### config.mk
export PLATFORM = sky130hd
export DESIGN_NAME = debounce_bank
export DESIGN_NICKNAME = d
export VERILOG_FILES = /design/src/rtl/debounce_bank.sv
export SDC_FILE = /design/constraint.sdc
export NUM_CORES = 1
export LEC_CHECK = 0
export CAP_MARGIN = 0
export CORE_UTILIZATION = 60
export CTS_BUF_LIST = sky130_fd_sc_hd__clkbuf_4
export CTS_CLUSTER_DIAMETER = 80
export CTS_CLUSTER_SIZE = 8
export DETAILED_ROUTE_END_ITERATION = 8
export PLACE_DENSITY = 0.73
export SYNTH_ARGS = -nofsm -noshare
export SYNTH_HDL_FRONTEND = slang
export SYNTH_SLANG_ARGS = --single-unit
### constraint.sdc
create_clock -name clk -period 2.7 [get_ports clk]
set_clock_uncertainty 0.1 [all_clocks]
set_input_delay 0.54 -clock clk [delete_from_list [all_inputs] [get_ports clk]]
set_output_delay 0.54 -clock clk [all_outputs]
set_load 0.02 [all_outputs]
### src/rtl/debounce_bank.sv
`default_nettype none
// ============================================================================
// Module   : debounce_bank
// Purpose  : Multi-channel pushbutton/switch conditioner. Each channel is
//            optionally inverted, passed through a two-flop synchroniser and
//            filtered by its own stability counter. Each channel produces a
//            clean level, one-cycle press/release pulses and an optional
//            hold-to-repeat pulse train.
// Ports    : clk        - system clock
//            rst        - asynchronous, active-low reset
//            btn_in     - raw asynchronous inputs, one bit per channel
//            btn_level  - debounced level (1 = pressed, after INVERT)
//            btn_rise   - one-cycle pulse when btn_level goes 0->1
//            btn_fall   - one-cycle pulse when btn_level goes 1->0
//            btn_rpt    - one-cycle auto-repeat pulses while held
// Revision : 1.0 - initial release
// ============================================================================
module debounce_bank #(
    parameter int              N_CH          = 4,
    parameter int              DB_CYCLES     = 524288,
    parameter int              HOLD_CYCLES   = 25000000,
    parameter int              REPEAT_CYCLES = 5000000,
    parameter int              REPEAT_EN     = 1,
    parameter logic [N_CH-1:0] INVERT        = {N_CH{1'b0}}
) (
    input  logic            clk,
    input  logic            rst,
    input  logic [N_CH-1:0] btn_in,
    output logic [N_CH-1:0] btn_level,
    output logic [N_CH-1:0] btn_rise,
    output logic [N_CH-1:0] btn_fall,
    output logic [N_CH-1:0] btn_rpt
);

    // ------------------------------------------------------------------------
    // Counter widths. The hold counter is shared by the first-repeat and the
    // repeat-period phases, so it is sized for the larger of the two.
    // Widths are clamped to one bit so degenerate settings still elaborate.
    // ------------------------------------------------------------------------
    localparam int c_DB_W     = (DB_CYCLES > 1) ? $clog2(DB_CYCLES) : 1;
    localparam int c_HOLD_MAX = (HOLD_CYCLES > REPEAT_CYCLES) ? HOLD_CYCLES : REPEAT_CYCLES;
    localparam int c_HOLD_W   = (c_HOLD_MAX > 1) ? $clog2(c_HOLD_MAX) : 1;

    localparam logic [c_DB_W-1:0]   c_DB_LAST   = c_DB_W'(DB_CYCLES - 1);
    localparam logic [c_DB_W-1:0]   c_DB_ONE    = c_DB_W'(1);
    localparam logic [c_HOLD_W-1:0] c_HOLD_LAST = c_HOLD_W'(HOLD_CYCLES - 1);
    localparam logic [c_HOLD_W-1:0] c_REP_LAST  = c_HOLD_W'(REPEAT_CYCLES - 1);
    localparam logic [c_HOLD_W-1:0] c_HOLD_ONE  = c_HOLD_W'(1);

    genvar gi;
    generate
        for (gi = 0; gi < N_CH; gi++) begin : g_ch

            logic              r_s1;
            logic              r_s2;
            logic              r_level;
            logic              r_rise;
            logic              r_fall;
            logic [c_DB_W-1:0] r_db_cnt;

            logic w_differ;
            logic w_db_done;
            logic w_rise_evt;
            logic w_fall_evt;

            // The synchronised sample disagrees with the current level, and
            // has done so for DB_CYCLES consecutive edges when the counter
            // sits at its terminal value.
            assign w_differ   = (r_s2 != r_level);
            assign w_db_done  = w_differ && (r_db_cnt == c_DB_LAST);
            assign w_rise_evt = w_db_done &&  r_s2;
            assign w_fall_evt = w_db_done && !r_s2;

            // ----------------------------------------------------------------
            // Synchroniser and debounce filter. Polarity is fixed before the
            // first flop so everything downstream sees "pressed = 1".
            // ----------------------------------------------------------------
            always_ff @(posedge clk or negedge rst) begin
                if (!rst) begin
                    r_s1     <= 1'b0;
                    r_s2     <= 1'b0;
                    r_level  <= 1'b0;
                    r_rise   <= 1'b0;
                    r_fall   <= 1'b0;
                    r_db_cnt <= '0;
                end else begin
                    r_s1   <= btn_in[gi] ^ INVERT[gi];
                    r_s2   <= r_s1;
                    r_rise <= w_rise_evt;
                    r_fall <= w_fall_evt;
                    if (!w_differ) begin
                        // Any return to the current level restarts the
                        // window, which is what discards short glitches.
                        r_db_cnt <= '0;
                    end else if (w_db_done) begin
                        r_level  <= r_s2;
                        r_db_cnt <= '0;
                    end else begin
                        r_db_cnt <= r_db_cnt + c_DB_ONE;
                    end
                end
            end

            assign btn_level[gi] = r_level;
            assign btn_rise[gi]  = r_rise;
            assign btn_fall[gi]  = r_fall;

            // ----------------------------------------------------------------
            // Hold-to-repeat state machine. It is driven by the same-edge
            // debounce events rather than the registered pulses, so WAIT is
            // entered on the edge that raises btn_level and the first repeat
            // lands exactly HOLD_CYCLES cycles after the btn_rise cycle.
            // ----------------------------------------------------------------
            if (REPEAT_EN != 0) begin : g_rpt

                typedef enum logic [1:0] {
                    ST_IDLE   = 2'd0,
                    ST_WAIT   = 2'd1,
                    ST_REPEAT = 2'd2
                } state_t;

                state_t                r_state;
                state_t                w_state_nxt;
                logic [c_HOLD_W-1:0]   r_hold_cnt;
                logic [c_HOLD_W-1:0]   w_hold_cnt_nxt;
                logic                  r_rpt;
                logic                  w_rpt_nxt;

                always_ff @(posedge clk or negedge rst) begin
                    if (!rst) begin
                        r_state    <= ST_IDLE;
                        r_hold_cnt <= '0;
                        r_rpt      <= 1'b0;
                    end else begin
                        r_state    <= w_state_nxt;
                        r_hold_cnt <= w_hold_cnt_nxt;
                        r_rpt      <= w_rpt_nxt;
                    end
                end

                always_comb begin
                    w_state_nxt    = r_state;
                    w_hold_cnt_nxt = r_hold_cnt;
                    w_rpt_nxt      = 1'b0;
                    case (r_state)
                        ST_IDLE: begin
                            w_hold_cnt_nxt = '0;
                            if (w_rise_evt) begin
                                w_state_nxt = ST_WAIT;
                            end
                        end
                        ST_WAIT: begin
                            // Release wins over an expiring count: no repeat
                            // pulse may accompany the fall edge.
                            if (w_fall_evt) begin
                                w_state_nxt    = ST_IDLE;
                                w_hold_cnt_nxt = '0;
                            end else if (r_hold_cnt == c_HOLD_LAST) begin
                                w_state_nxt    = ST_REPEAT;
                                w_hold_cnt_nxt = '0;
                                w_rpt_nxt      = 1'b1;
                            end else begin
                                w_hold_cnt_nxt = r_hold_cnt + c_HOLD_ONE;
                            end
                        end
                        ST_REPEAT: begin
                            if (w_fall_evt) begin
                                w_state_nxt    = ST_IDLE;
                                w_hold_cnt_nxt = '0;
                            end else if (r_hold_cnt == c_REP_LAST) begin
                                w_hold_cnt_nxt = '0;
                                w_rpt_nxt      = 1'b1;
                            end else begin
                                w_hold_cnt_nxt = r_hold_cnt + c_HOLD_ONE;
                            end
                        end
                        default: begin
                            w_state_nxt    = ST_IDLE;
                            w_hold_cnt_nxt = '0;
                        end
                    endcase
                end

                assign btn_rpt[gi] = r_rpt;

            end else begin : g_no_rpt
                assign btn_rpt[gi] = 1'b0;
            end

        end
    endgenerate

endmodule
`default_nettype wire

==> notes.md, run 1 <==
fresh numbers from the pnr run: Total Routed Length 18200 um, Non-clk invs 38, Max-Cap Viols 0, capture point of the worst reg-to-reg path g_ch[3].g_rpt.r_hold_cnt[4], yosys warns 0, met2 Use GR 35.0%, CP max stage cell or4_1, largest cells by area after synthesis dfrtp_1 (50%), nor2_1 (7.9%), xnor2_1 (7.9%), xor2_1 (5.6%), nand4_1 (3.0%), Comb/total area 43.4%, metal1 wirelength 8970 um, Initial DRC Count 375, register share of the cell area 47.4%, Critical Path Sink g_ch[3].g_rpt.r_hold_cnt[4], Final Instance Count excl. Fillers 1313, Synth top area share 50.2%, via count 7352, PnR Total Power 4.76 mW, syn_nets 1098, top cell class by occupied area flip-flops and latches, area grow syn2layout 5.93%, fin crit period 2.40 ns, Min Hold Slack 0.235 ns, Switch Pwr 1.10 mW, Post-synth EDFFs 0, yosys cell count 1072, CP Data Arrival Time 2.83 ns, CORE AREA 16700 um^2, clock-cell share of area 1.98%, VDD IR max 0.000256 V, buffer share of cell area 3.34%, std cell rows 47, CTS Buffer Depth 3, Max Freq 417 MHz, FILL cells 1407, GRT met1 Usage 31.1%, fin crit share 88.9%, status complete, no violations, most frequent CP cell or4_1, Synth Flop Type dfrtp_1, YS chip area 10400 um^2, top-count cell post-synth nor2_1, Final setup viols 0, I/O pin cnt 22, Storage cell area 5200 um^2, Top Usage Layer GRT met2, Post-synth top cells nor2_1 (218), dfrtp_1 (208), xnor2_1 (93), nand2_1 (68), xor2_1 (66), post-route ant nets 0, Hold Fails Final Rpt 0, CP Launch Point g_ch[3].g_rpt.r_hold_cnt[12], number of global-route vias before repair 7186, r2r setup slk 0.30 ns, largest net degree at the start of global routing 66, syn_area_per_cell 9.66 um^2, post-synthesis sequential area ratio 50.2%, grt total ovfl 0, DP HPWL 12300 um, mux frac, synth 0.544%, IO Port Bufs 21, share of layout cells above drive strength 1 4.95%, Cell Type Count 56, Die Area 17800 um^2, Least-Margin Pin Slew 0.618 ns, #MultiIn Comb 781, Post-Synthesis Cell Area 10400 um^2, clock-pin slew on the worst setup and hold paths 0.10 ns, initial antenna violation count 1, WP buf/inv 1, sequential share of power 66.1%, Critical Path RT 3.13 ns, Total GRT Usage 21.8%, Switching Fraction 23.1%, area of the multi-input gates 4760 um^2, die width 133 um, routed len/inst 13.9 um, most frequent cells in the layout nor2_1 (218), dfrtp_1 (208), xnor2_1 (93), crit path kind reg2reg, flop count 208, Pint 3.66 mW, Post-synth regs 208, Worst Setup End Kind flip-flop, cts repair resizes 0
[run 1: worst reg2reg max path: stages, from the launching register on]
cell      delay, ns
dfrtp_1        0.45
or4_1          0.52
or4_1          0.49
o31a_1         0.28
o211ai_4       0.18
buf_12         0.19
nor2_1         0.08
[run 1: power groups by stage]
stage	registers (mW)	clock network [mW]	logic (mW)
floorplan	3.21	0	0.0420
global placement	3.21	0	0.132
detailed placement	3.21	0	0.134
CTS	3.15	1.56	0.135
global route	3.16	1.68	0.153
finish	3.15	1.48	0.128
[run 1: how the worst min path moves through the flow]
stage / start / end / slack, ns / cells past startpoint
after CTS: btn_in[1] / g_ch[1].r_s1 / 0.16 / 1
after global routing: btn_in[3] / g_ch[3].r_s1 / 0.18 / 1
after global placement: g_ch[2].r_s1 / g_ch[2].r_s2 / 0.23 / 0
after detailed placement: g_ch[2].r_s1 / g_ch[2].r_s2 / 0.24 / 0
final: btn_in[3] / g_ch[3].r_s1 / 0.23 / 1
after floorplan: rst / g_ch[0].g_rpt.r_hold_cnt[0] / 0.14 / 0
[run 1: cells by family (layout without fill, tap and decap cells)]
logic type      count (synthesis)  after routing
other cells                     0              1
xor+xnor                      159            159
buf+inv                        83            103
flops                         208            208
fa+ha+maj                      20             20
simple gates                  546            546
compound gates                 51             51
mux                             5              5
[run 1: flip-flops by register name, indices dropped and copies added, names as in the netlist]
register / count
g_ch.r_s2: 4
g_ch.r_s1: 4
g_ch.g_rpt.r_hold_cnt: 100
g_ch.g_rpt.r_state: 8
g_ch.r_fall: 4
g_ch.r_db_cnt: 76
g_ch.r_rise: 4
g_ch.r_level: 4
g_ch.g_rpt.r_rpt: 4
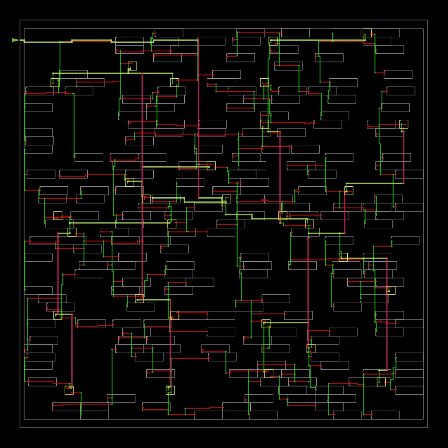
**Above:** run 1 (clock wiring as the flow saved it).
clk pwr: 1.48 mW
clk ins delay skew pair: 0.64 ns
clock buffers: 29
TritonCTS Buffers: 29
TritonCTS sink count: 208

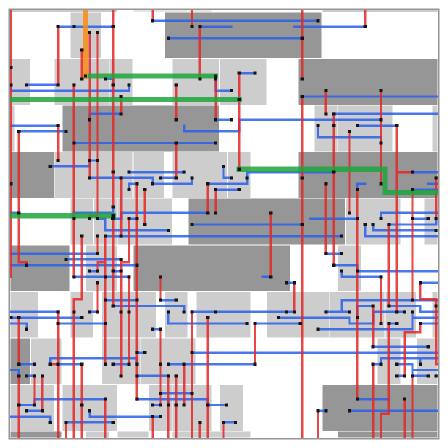
**Above:** run 1 (layout detail).
Window x 54 to 79, y 54 to 79 um. Cells in grey, sequential cells in the stronger grey; small squares are vias.
- orange: M4
- red: M2
- green: M3
- blue: M1
- most frequent: nor2_1 (8), dfrtp_1 (7)
- netlist names of flops here include: `g_ch.g_rpt.r_hold_cnt` (6), `g_ch.r_db_cnt` (1)
- sequential cells in the window: 7
- cells with their middle in the window: 43

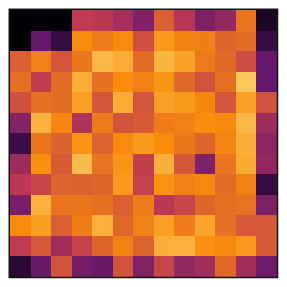
**Above:** run 1 (local utilization).
Scale: 2 px per um. 13 x 13 tiles, from black (low) to pale yellow (high), 0 to 100% covered.
- nearly empty tiles: 2.4%
- fullest tile: 88%
- mean over tiles: 60%
Util after Layout: 65.7%
Initial Util: 62.0%

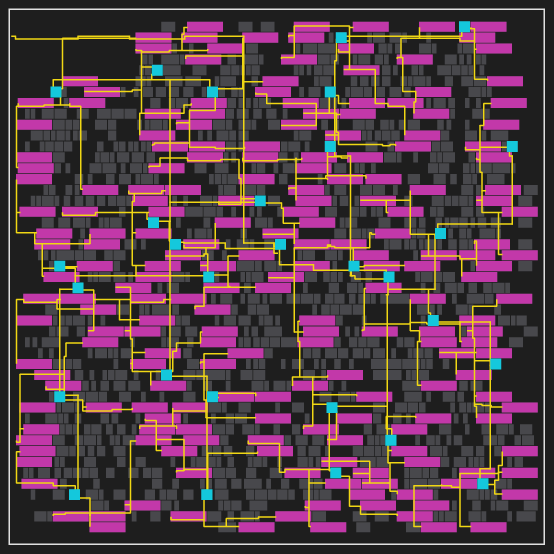
**Above:** run 1 (clock network drawn from the DEF).
Scale: 4 px per um.
- yellow: clock wires (length 2690 um)
- cyan: clock-net drivers (count 29)
- magenta: flip-flops (count 208)
- flops lie: all over the die
- routed clock nets: 30
Clock power frac: 31.2%

**Run 1: cells coloured by class**

Scale: 3 px per um. Fill, decap, tap and diode cells in grey.
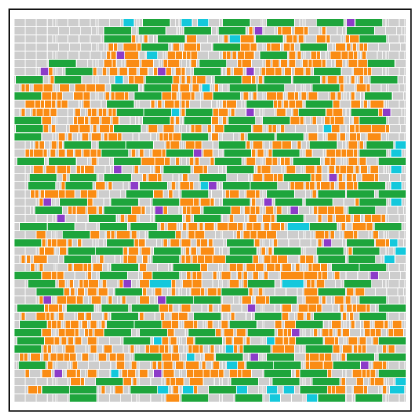

==> run 2: changes to the inputs <==
--- a/config.mk
+++ b/config.mk
@@ -12,6 +12,8 @@
 export CTS_CLUSTER_SIZE = 8
 export DETAILED_ROUTE_END_ITERATION = 8
 export PLACE_DENSITY = 0.73
+export REMOVE_ABC_BUFFERS = 1
 export SYNTH_ARGS = -nofsm -noshare
 export SYNTH_HDL_FRONTEND = slang
 export SYNTH_SLANG_ARGS = --single-unit
+export TNS_END_PERCENT = 10
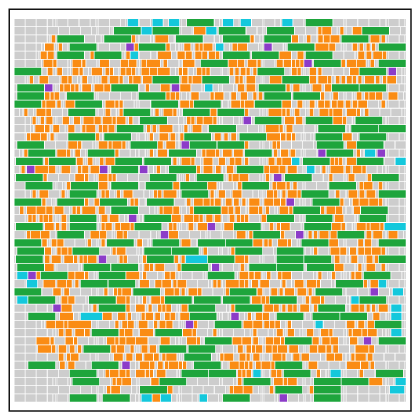
**Above:** run 2 (cells coloured by class).
Scale: 3 px per um. Fill, decap, tap and diode cells in grey.
- cyan: remaining buffers and delay cells (cells 35; share of their area 3.4%)
- green: registers (cells 208; share of their area 49%)
- orange: remaining logic cells (cells 819; share of their area 46%)
- purple: clock-net drivers (cells 29; share of their area 2.0%)
register share of the cell area: 47.5%
Util after Layout: 65.7%

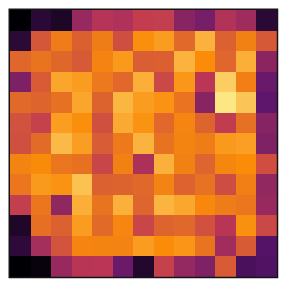
**Above:** run 2 (local utilization).
Scale: 2 px per um. 13 x 13 tiles, from black (low) to pale yellow (high), 0 to 100% covered.
- nearly empty tiles: 1.8%
- tiles over 75% full: 24%
- mean over tiles: 60%
- fullest tile: 95%
CORE AREA: 16700 um^2

==> run 2 against run 1 <==
Compared with the run above:
- sequential share of layout area hardly changed
- sequential cell count stayed put
- final cell count hardly changed
- wire length is 0.46% lower
- global-route usage is 0.067 points higher
- first-iteration DRC count is 1.6% higher
- critical path type unchanged
- largest cell class unchanged
- largest power group unchanged
==> notes.md, run 2 <==
fresh numbers from the pnr run: Cell Type Count 56, fin crit period 2.41 ns, startpoint of the worst hold path btn_in[0], Top Usage Layer GRT met2, status complete, no violations, FILL cells 1418, met2 Use GR 35.0%, Synth Flop Type dfrtp_1, std cell rows 47, Initial DRC Count 381, largest net degree at the start of global routing 71, Total Routed Length 18100 um, PnR Total Power 4.74 mW, IO Port Bufs 21, Synth top area share 50.2%, Least-Margin Pin Slew 0.607 ns, Final Instance Count excl. Fillers 1312, TritonCTS Buffers 29, Post-synth EDFFs 0, clk ins delay skew pair 0.65 ns, Critical Path RT 3.13 ns, Min Hold Slack 0.225 ns, most frequent cells in the layout nor2_1 (218), dfrtp_1 (208), xnor2_1 (93), grt total ovfl 0, Max-Cap Viols 0, Seq. pwr 3.15 mW, share of layout cells above drive strength 1 4.86%, post-route ant nets 0, die width 133 um, CP Launch Point g_ch[3].g_rpt.r_hold_cnt[12], Post-Synthesis Cell Area 10400 um^2, DP HPWL 12200 um, Post-synth regs 208, Total GRT Usage 21.9%, via count 7327, Top reg by flops g_ch.g_rpt.r_hold_cnt, Top Consumer registers, Clock power frac 30.9%, syn_area_per_cell 9.66 um^2, Post-synth top cells nor2_1 (218), dfrtp_1 (208), xnor2_1 (93), nand2_1 (68), xor2_1 (66), Storage cell area 5200 um^2, post-synthesis sequential area ratio 50.2%, number of global-route vias before repair 7184, VDD IR max 0.000370 V
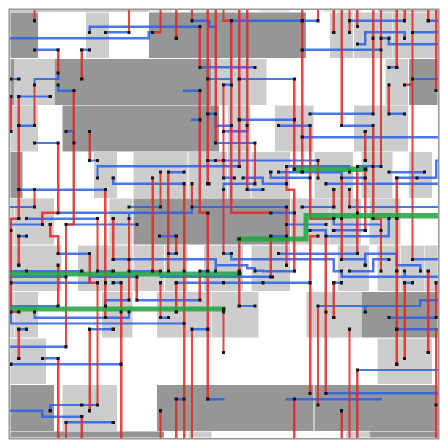
**Above:** run 2 (layout detail).
Window x 54 to 79, y 54 to 79 um. Cells in grey, sequential cells in the stronger grey; small squares are vias.
- green: M3
- blue: M1
- red: M2
- most frequent: nor2_1 (6), dfrtp_1 (6)
- sequential cells in the window: 6
- netlist names of flops here include: `g_ch.g_rpt.r_hold_cnt` (6)
- cells with their middle in the window: 47

run 2: cell counts after synthesis:
No cell type changed its count.
run 2: final cells by class:
cell class	instances	share of cell area (%)
Sequential cell	208	47.5
Clock buffer	29	1.99
Timing Repair Buffer	35	3.27
Tap cell	220	2.51
Inverter	38	1.30
Multi-Input combinational cell	781	43.4
Antenna cell	1	0.0228
run 2: layer usage:
layer  share of wire, %  wire length (um)
met4                1.5               276
met2                 47              8490
met3                3.4               618
met1                 48              8740
met5                  0                 0
run 2: repair_timing:
action	CTS	global route
gates resized	0	0
hold buffers	1	0
hold endpoints to repair	66	0
buffers inserted	0	0
run 2: path summary, 6_finish.rpt:
| check | slack (ns) | cells past startpoint | to |
|---|---|---|---|
| hold reg to reg | 0.26 | 0 | g_ch[2].r_s2 |
| setup / recovery | 0.29 | 6 | g_ch[3].g_rpt.r_hold_cnt[20] |
| setup reg to reg | 0.29 | 6 | g_ch[3].g_rpt.r_hold_cnt[20] |
| hold / removal | 0.23 | 1 | g_ch[0].r_s1 |
| min in group asynchronous | 0.33 | 2 | g_ch[1].g_rpt.r_state[1] |
| max in group asynchronous | 1.41 | 3 | g_ch[3].r_level |
run 2: critical path: stages (launching register included):
cell      delay [ns]
dfrtp_1         0.43
or4_1           0.52
or4_1           0.52
o31a_1          0.29
o211ai_4        0.18
buf_12          0.19
nor2_1          0.06
run 2: kinds of logic after synthesis:
group / after synthesis / share of synthesized area [%]
and+or+nand+nor: 546 / 26.0
AOI/OAI and AO/OA: 51 / 3.56
buffers and inverters: 83 / 3.77
muxes: 5 / 0.544
DFF: 208 / 50.2
xor gates and xnor gates: 159 / 13.4
adders and majority gates: 20 / 2.42
Power is estimated from default activity; no workload was simulated.
